**Met1 routing**

Bar = 50 um.
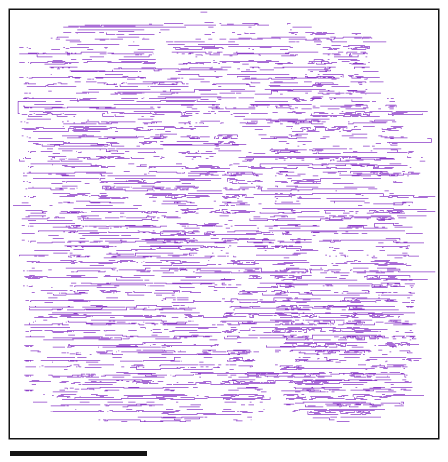
**Met2 routing**

Bar = 50 um.
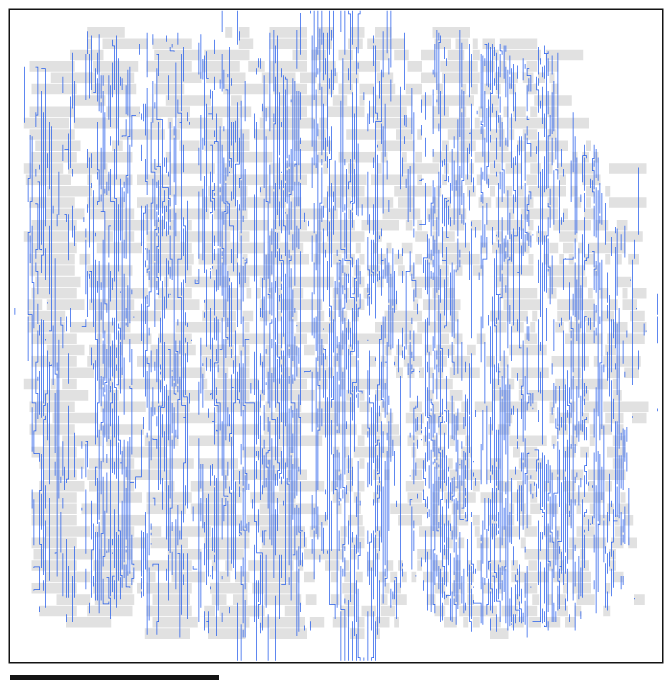
**The metal 3 layer**

Bar = 50 um.
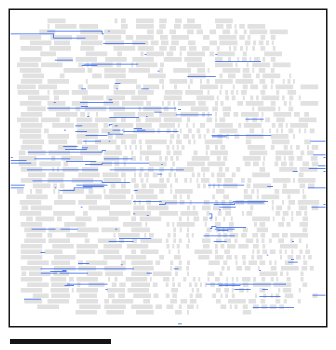
**Routing congestion map**

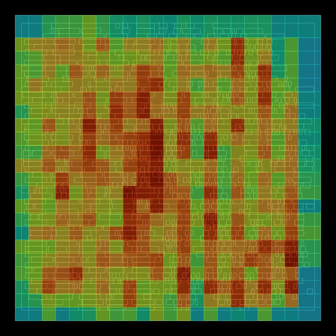
**src/rtl/seq_mult_ram_pkg.sv**
```systemverilog
// Shared definitions for the RAM-backed sequential multiplier.
// State encoding is visible on st_debug, so the values are fixed.
package seq_mult_ram_pkg;

  localparam int ST_W = 3;

  typedef enum logic [ST_W-1:0] {
    S_IDLE  = 3'd0,
    S_RD_A  = 3'd1,
    S_RD_B  = 3'd2,
    S_LD_B  = 3'd3,
    S_MULT  = 3'd4,
    S_WR_LO = 3'd5,
    S_WR_HI = 3'd6,
    S_DONE  = 3'd7
  } st_e;

endpackage

```
**src/rtl/seq_mult_ram_mem.sv**
```systemverilog
// 1W/2R synchronous RAM; reads return pre-write data on collision.
// Storage is not reset; only the read registers are.
module seq_mult_ram_mem
  import seq_mult_ram_pkg::*;
#(
  parameter int DATA_W = 8,
  parameter int ADDR_W = 4
) (
  input  logic              i_clk,
  input  logic              i_rst_n,
  input  logic              i_we,
  input  logic [ADDR_W-1:0] i_waddr,
  input  logic [DATA_W-1:0] i_wdata,
  input  logic [ADDR_W-1:0] i_raddr0,
  output logic [DATA_W-1:0] o_rdata0,
  input  logic [ADDR_W-1:0] i_raddr1,
  output logic [DATA_W-1:0] o_rdata1
);

  logic [DATA_W-1:0] r_mem [2**ADDR_W];
  logic [DATA_W-1:0] r_rd0;
  logic [DATA_W-1:0] r_rd1;

  always_ff @(posedge i_clk) begin
    if (i_we) r_mem[i_waddr] <= i_wdata;
  end

  always_ff @(posedge i_clk or negedge i_rst_n) begin
    if (!i_rst_n) begin
      r_rd0 <= '0;
      r_rd1 <= '0;
    end else begin
      r_rd0 <= r_mem[i_raddr0];
      r_rd1 <= r_mem[i_raddr1];
    end
  end

  assign o_rdata0 = r_rd0;
  assign o_rdata1 = r_rd1;

endmodule

```
**src/rtl/seq_mult_ram.sv**
```systemverilog
// Sequential shift-add multiplier with operands and product in RAM.
// Signed mode multiplies magnitudes and negates the final product.
module seq_mult_ram
  import seq_mult_ram_pkg::*;
#(
  parameter int DATA_W = 8,
  parameter int ADDR_W = 4
) (
  input  logic              clk,
  input  logic              reset,
  input  logic              start,
  input  logic              signed_mode,
  input  logic [ADDR_W-1:0] addr_a,
  input  logic [ADDR_W-1:0] addr_b,
  input  logic [ADDR_W-1:0] addr_p,
  input  logic              host_we,
  input  logic [ADDR_W-1:0] host_addr,
  input  logic [DATA_W-1:0] host_wdata,
  input  logic [ADDR_W-1:0] obs_addr,
  output logic [DATA_W-1:0] ram_out,
  output logic              busy,
  output logic              done,
  output logic [ST_W-1:0]   st_debug
);

  localparam int PROD_W = 2 * DATA_W;
  localparam int CNT_W = $clog2(DATA_W + 1);
  localparam logic [DATA_W-1:0] ONE_D = 1;
  localparam logic [PROD_W-1:0] ONE_P = 1;
  localparam logic [ADDR_W-1:0] ONE_A = 1;

  st_e               r_state;
  st_e               w_next;
  logic [ADDR_W-1:0] r_addr_a;
  logic [ADDR_W-1:0] r_addr_b;
  logic [ADDR_W-1:0] r_addr_p;
  logic              r_signed;
  logic [DATA_W-1:0] r_a;
  logic [PROD_W-1:0] r_mcand;
  logic [DATA_W-1:0] r_mplier;
  logic [PROD_W-1:0] r_acc;
  logic              r_neg;
  logic [CNT_W-1:0]  r_cnt;

  logic              w_we;
  logic [ADDR_W-1:0] w_waddr;
  logic [DATA_W-1:0] w_wdata;
  logic [ADDR_W-1:0] w_raddr;
  logic [DATA_W-1:0] w_rdata;
  logic              w_a_neg;
  logic              w_b_neg;
  logic [DATA_W-1:0] w_a_mag;
  logic [DATA_W-1:0] w_b_mag;
  logic [PROD_W-1:0] w_step;
  logic [PROD_W-1:0] w_prod;
  logic              w_last;

  seq_mult_ram_mem #(
    .DATA_W(DATA_W),
    .ADDR_W(ADDR_W)
  ) u_mem (
    .i_clk   (clk),
    .i_rst_n (reset),
    .i_we    (w_we),
    .i_waddr (w_waddr),
    .i_wdata (w_wdata),
    .i_raddr0(w_raddr),
    .o_rdata0(w_rdata),
    .i_raddr1(obs_addr),
    .o_rdata1(ram_out)
  );

  assign w_raddr = (r_state == S_RD_B) ? r_addr_b : r_addr_a;

  // Inverting the most-negative value wraps to itself, which is the
  // correct unsigned magnitude 2**(DATA_W-1).
  assign w_a_neg = r_signed & r_a[DATA_W-1];
  assign w_b_neg = r_signed & w_rdata[DATA_W-1];
  assign w_a_mag = w_a_neg ? (~r_a + ONE_D) : r_a;
  assign w_b_mag = w_b_neg ? (~w_rdata + ONE_D) : w_rdata;

  assign w_step = r_acc + (r_mplier[0] ? r_mcand : '0);
  assign w_prod = r_neg ? (~w_step + ONE_P) : w_step;
  assign w_last = (r_cnt == CNT_W'(1));

  always_ff @(posedge clk or negedge reset) begin
    if (!reset) r_state <= S_IDLE;
    else        r_state <= w_next;
  end

  always_comb begin
    w_next  = r_state;
    w_we    = 1'b0;
    w_waddr = host_addr;
    w_wdata = host_wdata;
    unique case (r_state)
      S_IDLE: begin
        w_we = host_we;
        if (start) w_next = S_RD_A;
      end
      S_RD_A: w_next = S_RD_B;
      S_RD_B: w_next = S_LD_B;
      S_LD_B: w_next = S_MULT;
      S_MULT: if (w_last) w_next = S_WR_LO;
      S_WR_LO: begin
        w_we    = 1'b1;
        w_waddr = r_addr_p;
        w_wdata = r_acc[DATA_W-1:0];
        w_next  = S_WR_HI;
      end
      S_WR_HI: begin
        w_we    = 1'b1;
        w_waddr = r_addr_p + ONE_A;
        w_wdata = r_acc[PROD_W-1:DATA_W];
        w_next  = S_DONE;
      end
      S_DONE: w_next = S_IDLE;
      default: w_next = S_IDLE;
    endcase
  end

  always_ff @(posedge clk or negedge reset) begin
    if (!reset) begin
      r_addr_a <= '0;
      r_addr_b <= '0;
      r_addr_p <= '0;
      r_signed <= 1'b0;
      r_a      <= '0;
      r_mcand  <= '0;
      r_mplier <= '0;
      r_acc    <= '0;
      r_neg    <= 1'b0;
      r_cnt    <= '0;
    end else begin
      unique case (r_state)
        S_IDLE: begin
          if (start) begin
            r_addr_a <= addr_a;
            r_addr_b <= addr_b;
            r_addr_p <= addr_p;
            r_signed <= signed_mode;
          end
        end
        S_RD_B: r_a <= w_rdata;
        S_LD_B: begin
          r_mcand  <= {{DATA_W{1'b0}}, w_a_mag};
          r_mplier <= w_b_mag;
          r_acc    <= '0;
          r_neg    <= w_a_neg ^ w_b_neg;
          r_cnt    <= CNT_W'(DATA_W);
        end
        S_MULT: begin
          r_acc    <= w_last ? w_prod : w_step;
          r_mcand  <= r_mcand << 1;
          r_mplier <= r_mplier >> 1;
          r_cnt    <= r_cnt - CNT_W'(1);
        end
        default: ;
      endcase
    end
  end

  assign busy     = (r_state != S_IDLE);
  assign done     = (r_state == S_DONE);
  assign st_debug = r_state;

endmodule

```
**config.mk**
```make
export PLATFORM = sky130hd
export DESIGN_NAME = seq_mult_ram
export DESIGN_NICKNAME = d
export VERILOG_FILES = /design/src/rtl/seq_mult_ram_pkg.sv /design/src/rtl/seq_mult_ram_mem.sv /design/src/rtl/seq_mult_ram.sv
export SDC_FILE = /design/constraint.sdc
export NUM_CORES = 1
export LEC_CHECK = 0
export CAP_MARGIN = 20
export CELL_PAD_IN_SITES_DETAIL_PLACEMENT = 1
export CELL_PAD_IN_SITES_GLOBAL_PLACEMENT = 1
export CORE_MARGIN = 3
export CORE_UTILIZATION = 50
export DETAILED_ROUTE_END_ITERATION = 7
export GPL_ROUTABILITY_DRIVEN = 0
export HOLD_SLACK_MARGIN = 0.06
export PLACE_DENSITY_LB_ADDON = 0.1
export SYNTH_ARGS = -nofsm -noshare
export SYNTH_HDL_FRONTEND = slang
export SYNTH_HIERARCHICAL = 1
export SYNTH_SLANG_ARGS = --single-unit
```
**constraint.sdc**
```tcl
create_clock -name clk -period 4.4 [get_ports clk]
set_clock_uncertainty 0.1 [all_clocks]
set_input_delay 0.66 -clock clk [delete_from_list [all_inputs] [get_ports clk]]
set_output_delay 0.66 -clock clk [all_outputs]
set_load 0.1 [all_outputs]
```
==> impl_metrics.json <==
{
  "crit_fanout": 17,
  "hold_path_class": "input pin to async pin",
  "combPwrFrac_pct": 44.9,
  "top_area_share_pct": 34.02,
  "grt_pass1_wl_mm": 49.60,
  "ctsResizeCount": 0,
  "layout.nonclk_buf_share_pct": 5.716,
  "ys_sh_mux_pct": 16.08,
  "fp.dieH_um": 156.3,
  "grt-busiest-layer": "met2",
  "diodes": 0,
  "yosysCellCount": 871,
  "synth_seq_share_pct": 52.85,
  "m1WireLength_mm": 12.96,
  "logic_gate_count": 580,
  "yosysTopAreaCell": "edfxtp_1",
  "area_share_clock_buf_inv_pct": 5.794,
  "top_power_group": "combinational logic",
  "status": "finished, final reports clean",
  "top_cells_by_area": "edfxtp_1 34%, dfrtp_1 19%, mux4_2 6.8%",
  "synthXorXnorAreaFrac_pct": 3.012,
  "num_io_pins": 46
}
About 'met1 routing':
wire length on this layer: 13,000 um
share of all routed wire: 40%
longest straight run: 49.7 um
main direction: horizontal
nets with wire on the layer: 927

About 'met2 routing':
share of all routed wire: 52%
wire length on this layer: 16,900 um
longest straight run: 77.2 um
met2 usage: 48.00%
final wirelength: 32.27 mm
Vias: 7,866

About 'the metal 3 layer':
longest straight run: 63.5 um
wire length on this layer: 1,260 um
met3 Track Usage GR: 3.374%

About 'routing congestion map':
final core occ: 58.04%
M1 GR Usage: 33.16%

